Design regfile_wb_arbiter_flat, sky130hd; sources not shown.
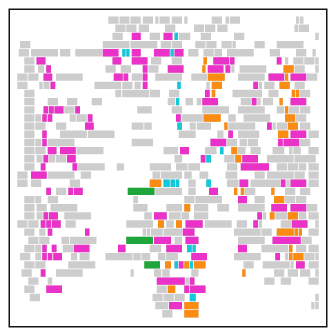
*Gate-type map, run 1*
Key: adder and majority cells = green [cells 3, most used ha_4]; NAND gates = cyan [cells 18, most used nand2_1]; inverting AOI/OAI gates = magenta [cells 104, most used a21oi_1, where widely spread]; NOR gates = orange [cells 42, most used nor2_1]
fraction of area in multi-input gates: 31.9%
most frequently placed logic cell in the final layout: clkdlybuf4s50_1
non-filler cells in the finished layout: 613

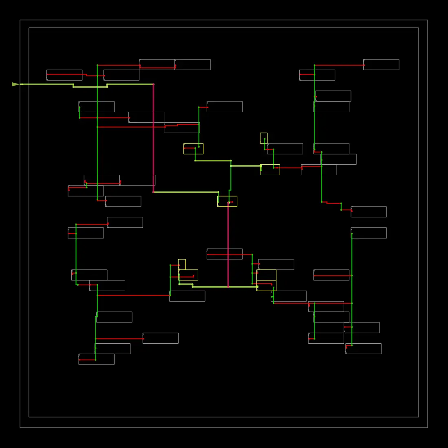
*Clock routing, run 1*
number of clock buffer instances in the layout: 6
clock-net power: 519 uW
number of buffers created by CTS: 5
sequential cell count: 40
Clock Sink Count: 40

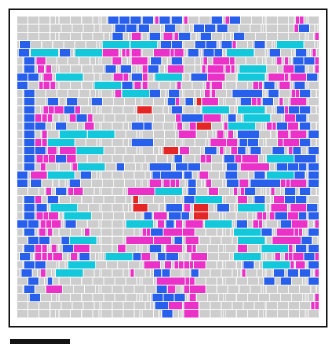
*Cells coloured by class, run 1*
The bar under the picture is 20 microns long. Fill, decap, tap and diode cells in grey.
Key: other buffers and delay cells = blue [cells 206, share of their area 43%]; all other logic = magenta [cells 223, share of their area 35%]; flip-flops = cyan [cells 40, share of their area 20%]; clock drivers and dummy loads = red [cells 8, share of their area 1.9%]
utilization after layout: 50.3%
Std-Cell Core Area: 0.0101 sq mm
Seq area share: 19.6%

==> git commit body, run 1 <==
Add synthesis and place-and-route results

- 0 antenna diodes ended up in the layout.
- Stages on the worst setup path: 6
- Endpoint arrival time on the critical path: 1.93 ns
* Total Power: between 6 and 7 mW
- In the power breakdown, the internal column shows 3.86 mW.
* Flip-flop count of the largest register, all copies and words added: 32
* Aggregate global-route resource usage: 18.3%
* Post-synth top flop: dfrtp_1
- Entering global routing, the biggest net connects 24 pins.
- Post-CTS clock slew at the launch and capture registers of the worst setup and hold paths: 0.09 ns
- Final setup violating endpoints: 19
- Looking at the critical path, the single cell with the biggest stage delay is clkdlybuf4s50_1.
* Clock buffer depth: 2
- Of the cells placed in the final design, the portion with a size suffix greater than 1 is 26.4%.
- Counting tap cells, the placed design contains a total of between 500 and 600 instances.
* Filler Cell Count: 948
- Post-route cell area: around 0.0051 sq mm
- In the log, the iteration count for the first detailed-route pass is 4.
- Leak Pwr: approximately 2.1 nW
- Counting every instance in the synthesized netlist gives 285.
- Highest Clock Rate: around 440 MHz
* TritonCTS clock tree: yes
- Looking at the power breakdown, the clock network takes under 10% of the total.
* Vias in the first global route: 3135
- Mean post-synth cell area: approximately 9 sq um
- Number of levels the H-tree was split into: 2
* Die Span X: 105 microns
- Fraction of power spent switching nets: a little under 40%
* RSZ-0062 raised after global routing: yes
* Final clock period utilization by the worst path: 102%
- Die Area: approximately 0.011 sq mm
- Instance area after placement: roughly 0.0044 sq mm
- Slew Limit Fails: 0
* Post-detailed-routing wire length: 10.3 mm
- Sequential group share of total power: 21.4%
- Worst R2R Path Depth: 10
- The final layout reports a setup TNS of -0.254 ns.
- The final reports fail on setup timing.
- Setup slack on the critical path of the routed design comes to -0.0498 ns.
* Chip height: ~110 microns
- At the later pin of the worst-skew pair, clock insertion delay measures 0.29 ns.
* Number of buffers and inverters on the critical path: 3
- The report counts max-capacitance violations totalling 0.
- Net switching power: 2.51 mW
- Drt via density: 4.79
* Power density over the cells: ~1200 mW/mm^2
- Half-perimeter wire length after placement: 7.43 mm
* Antenna violations before repair: 0
* Combinational share of power: 70.4%
* Critical-path maximum fanout: 8
- Number of flops mapped to enable cells by yosys: 0
- Synthesis instantiated 41 different standard cells from the library.
- The critical path is of the input port to output port type.
* Starting density of the core: 25.3%
- The flow ran to the end, but the final reports show violations.
- Across all register-to-register paths, the minimum setup slack is -0.02 ns.
* Average wire per standard cell: 16.8 microns
* Port bufs: approximately 160
- Number of hold violations in the final report: 0
* Crit path time final: 2.25 ns
* IO Count: about 170
* Std-Cell Rows: 37
- Netlist area before placement: approximately 0.0026 sq mm
- Yosys stat area: 0.00257 sq mm
- The first global-routing pass estimated roughly 16 mm of wire.
- Between the synthesized netlist and the finished layout, the area growth was recorded as 98.4%.
* Type of the worst min-delay path: input port to asynchronous set/reset pin
* Fraction of registers with async set/reset: 100%
- In this design, the largest share of critical-path delay is due to buffers and inverters.
- In this run the VDD rail shows a maximum IR drop of 0.467 mV.
- Clock root buffer: clkbuf_8
* CP Cell Sequence: clkdlybuf4s50_1, nor2b_1, nand3_1, o31a_4, clkinv_8, buf_4
- Final GP Congestion: between 0.7 and 0.8
- Yosys cell count: 285
- Total number of vias: 2938
- The longest incremental delay of any stage on the critical path is reported as about 0.70 ns.
- During synthesis, Yosys emitted a total of 0 warnings.
-- run 1: repair_timing --
action                                  CTS  global route
pin swaps                                12             7
endpoints found under the setup margin   42            43
cloned                                    2             0
resized                                  66            28
buffers inserted                         11             2
hold buffers                              0             0
-- run 1: kinds of logic after synthesis --
group	synth area share [%]
other	0.146
and+or+nand+nor	15.4
DFF	39.0
adders and majority gates	1.46
AOI/OAI and AO/OA	31.9
buffers and inverters	12.2
-- run 1: cell usage after synthesis, types with 6 or more instances --
cell type / instances / area share [%]
a21oi_1: 34 / 6.6
and3_1: 16 / 3.9
a221oi_2: 8 / 4.7
nor3_1: 14 / 2.7
dfrtp_1: 40 / 39
o221ai_1: 6 / 2.0
nand2_1: 12 / 1.8
o21ai_0: 16 / 3.1
buf_2: 6 / 1.2
a221oi_1: 8 / 2.7
a2bb2oi_1: 19 / 6.5
buf_4: 20 / 5.8
inv_1: 17 / 2.5
clkbuf_1: 9 / 1.3
nor2_1: 19 / 2.8
-- run 1: per-stage QoR --
step	setup slack, ns	hold slack, ns
6_report	-0.0498	0.154
5_1_grt	-0.134	0.189
4_1_cts	-0.0684	0.162
3_5_place_dp	-0.235	0.377
3_3_place_gp	-0.176	0.386
2_1_floorplan	0.0262	0.254
-- run 1: cells in the final DEF, fill, tap and decap left out, types with 3 or more instances in the layout --
cell	netlist	layout
nand2_1	12	11
buf_6	2	14
conb_1	1	16
o21ai_0	16	16
a2bb2oi_1	19	11
nor2b_1	5	3
a221oi_2	8	14
a21oi_2	0	3
dfrtp_1	40	40
clkbuf_8	0	6
inv_2	2	3
nor3_2	0	9
o2bb2ai_1	3	3
buf_4	20	27
and3_1	16	16
clkdlybuf4s50_1	0	153
a21oi_1	34	30
a2bb2oi_2	0	8
o221ai_1	6	4
buf_12	0	6
nand3_1	5	5
nor3_4	0	3
inv_1	17	15
nor2_1	19	17
-- run 1: cell type report --
cell class,count,area (sq um),area share [%]
timing repair buffer,206,2110,41.5
multi-input combinational,203,1630,31.9
sequential,40,1000,19.6
tap,136,170,3.34
inverter,20,90.1,1.77
clock buffer,6,82.6,1.62
clock inverter,2,10.0,0.196
-- run 1: layer usage --
layer | GRT usage (%) | share of wire, % | up-vias
met1 | 21.0 | 41 | 1376
met5 | 0 | 0 | -
met2 | 33.1 | 49 | 148
li1 | - | - | 1402
met4 | 4.38 | 1.7 | 0
met3 | 5.63 | 8.6 | 12
-- run 1: power groups by stage --
stage          registers [mW]  clock network [mW]  logic [mW]
2_1_floorplan            1.49                   0        1.76
3_3_place_gp             1.35                   0        3.55
3_5_place_dp             1.35                   0        3.59
4_1_cts                  1.35               0.543        4.22
5_1_grt                  1.41               0.575        4.84
6_report                 1.36               0.519        4.48
==> inputs of run 2 (changes only) <==
--- a/config.mk
+++ b/config.mk
@@ -5,6 +5,7 @@
 export SDC_FILE = /design/constraint.sdc
 export NUM_CORES = 1
 export LEC_CHECK = 0
+export CORE_ASPECT_RATIO = 1.2
 export CORE_MARGIN = 2
 export CORE_UTILIZATION = 25
 export DETAILED_ROUTE_END_ITERATION = 12
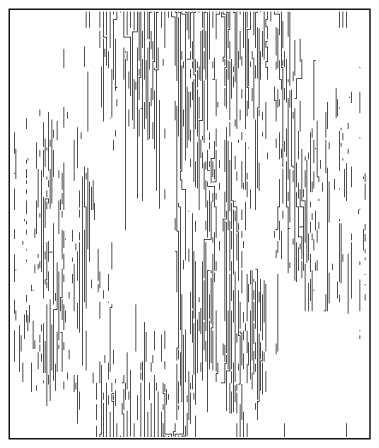
*Metal 2, run 2*
The wires run mostly vertical. 533 nets have wire on it.
met2 demand-to-capacity share in global routing: 31.8%
total number of vias: 2921
post-detailed-routing wire length: 10.4 mm

==> git commit body, run 2 <==
Add synthesis and place-and-route results

- Outcome: finished with violations
- The checks that failed: setup timing.
* Final setup violating endpoints: 39
* Mean post-synth cell area: about 9 sq um
* Wire length of the first global-routing pass: roughly 15 mm
* Largest net degree at the start of global routing: 24
* Top cell area share: 39.0%
* Filler Cell Count: 921
* Cell count after synthesis: 285
* Top post-synthesis cells by area: dfrtp_1 39%, a21oi_1 6.6%, a2bb2oi_1 6.5%
* Std-Cell Core Area: around 0.010 sq mm
* IO Count: 174
* Yosys cell count: 285
- The highest clock rate this design can be run at is about 430 MHz.
- In this run, the synthesized area fraction spent on adder and majority cells is recorded as 1.46%.
- In this run the maximum-capacitance check reported violations numbering 0.
- After Yosys synthesis, AND-OR and OR-AND compound gates account for between 30% and 40% of the synthesized area.
- By instance count, the leading cell after synthesis is dfrtp_1.
- Of the cells placed in the final design, the portion with a size suffix greater than 1 is 32.8%.
- Across all hold checks on the routed design, the worst slack comes to 0.186 ns.
* Critical-path maximum fanout: 5
* Average wire per standard cell: between 15 and 20 microns
* Area delta synth->final: 108%
- Std-Cell Rows: 40
- For reference, the mux area share after synthesis is 0%.
- Number of warnings printed during yosys synthesis: 0
- The number of global-route vias before repair came to 2910.
* Yosys stat area: 0.00257 sq mm
- Worst IR drop on VDD: 0.574 mV
- Starting density of the core: 25.7%
* Die Area: 0.0111 sq mm
- Post-synth the commonest register cell is dfrtp_1.
- Leak Pwr: about 2.2 nW
- Non-filler cells in the finished layout: 599
- Dpl cells: roughly 580
* Endpoint arrival time on the critical path: 1.99 ns
- Xor/xnor cell area share of the yosys netlist: 0%
- The initial antenna violation count came to 0.
- Per the summary, power density relative to cell area is 1290 mW/mm^2.
* Number of buffers and inverters on the critical path: 3
- Number of flops mapped to enable cells by yosys: 0
* Insertion delay to the later sink of the worst-skew pair: 0.28 ns
* Clock buffer depth: 2
* Die Span X: slightly below 100 microns
- Crit path time final: 2.31 ns
* Count of inserted antenna diode cells: 0
- Cell accounting for the most synthesized area: dfrtp_1
- Final GP Congestion: 0.808
- The HPWL after detailed placement is roughly 7.4 mm.
- In the routed layout, each cell is associated on average with a via count of 4.88.
* Total Power: ~6.9 mW
* Port bufs: 157
* Aggregate global-route resource usage: 17.2%
- In the post-route analysis, the smallest setup slack over all paths is -0.110 ns.
* Clock Sink Count: 40
- Simple share: 15.4%
- Netlist area before placement: 0.00257 sq mm
- Setup repair after global routing could not meet its margin everywhere.
* Post-route cell area: 0.00534 sq mm
* TritonCTS clock tree: yes
* Dominant logic cell types in the final layout: 154 x clkdlybuf4s50_1, 40 x dfrtp_1, 24 x buf_4
* Stages on the worst setup path: 7
* Post-CTS clock slew at the launch and capture registers of the worst setup and hold paths: 0.06 ns
- CP Cell Sequence: inv_2, ha_4, or2_4, o2bb2ai_4, o31a_4, inv_8, buf_6
* Cell type group with the largest total delay on the critical path: AND-OR/OR-AND gates
* Number of hold violations in the final report: 0
- Type of the worst min-delay path: input port to asynchronous set/reset pin
- Among all stages on the critical path, the largest delay is contributed by dfrtp_1.
* Final clock period utilization by the worst path: 105%
-- run 2: cell count changes in the layout (fill, tap and decap cells not counted), sizes merged --
cell	before	now
inv	19	20
buf	51	46
dlymetal6s2s	1	0
clkinvlp	0	1
clkdlybuf4s50	153	154
clkbuf	7	8
clkinv	3	1
-- run 2: kinds of logic after synthesis --
family / count (synthesis)
AND/OR/NAND/NOR: 78
flip-flops: 40
AND-OR/OR-AND: 106
other: 1
buffers and inverters: 57
adder cells (fa/ha/maj): 3
-- run 2: metrics by stage --
stage / setup slack, ns / util (%)
finish: -0.110 / 53.3
global route: -0.173 / 53.3
CTS: -0.101 / 48.0
detailed placement: -0.180 / 44.6
global placement: -0.148 / 44.6
floorplan: 0.0262 / -
-- run 2: report_power, final --
part,internal [mW],switching [mW],total (mW)
sequential,1.13,0.241,1.37
combinational,2.68,2.15,4.83
clock,0.412,0.293,0.704
total,4.22,2.69,6.91
-- run 2: metal layers --
layer / vias to the layer above / part of all wire [%] / global-route usage, %
met5: - / 0 / 0
met4: 0 / 1.2 / 5.45
met3: 9 / 5.7 / 4.26
met2: 94 / 56 / 31.8
met1: 1424 / 38 / 19.2
li1: 1394 / - / -
-- run 2: area by class of cell --
| type | count | area, sq um | share of cell area, % |
|---|---|---|---|
| Multi-Input combinational cell | 203 | 1820 | 34.0 |
| Inverter | 20 | 85.1 | 1.59 |
| Timing Repair Buffer | 203 | 2140 | 40.1 |
| Sequential cell | 40 | 1000 | 18.7 |
| Tap cell | 126 | 158 | 2.95 |
| Clock inverter | 2 | 12.5 | 0.234 |
| Clock buffer | 5 | 125 | 2.34 |
-- run 2: worst reg2reg max path: stages, from the launching register on --
cell	delay [ns]
dfrtp_1	0.41
inv_2	0.11
ha_4	0.21
or2_4	0.24
o2bb2ai_4	0.13
buf_6	0.12
a211oi_4	0.23
o21bai_4	0.11
buf_12	0.17
a221oi_4	0.31
a21oi_2	0.05
-- run 2: what timing repair did --
action,CTS,global route
pin swaps,3,6
hold endpoints to repair,0,0
setup endpoints to repair,42,43
gates resized,44,101
buffers inserted,3,2
gates cloned,1,3
Power figures rest on the tool's default switching activity, not on a simulated workload.
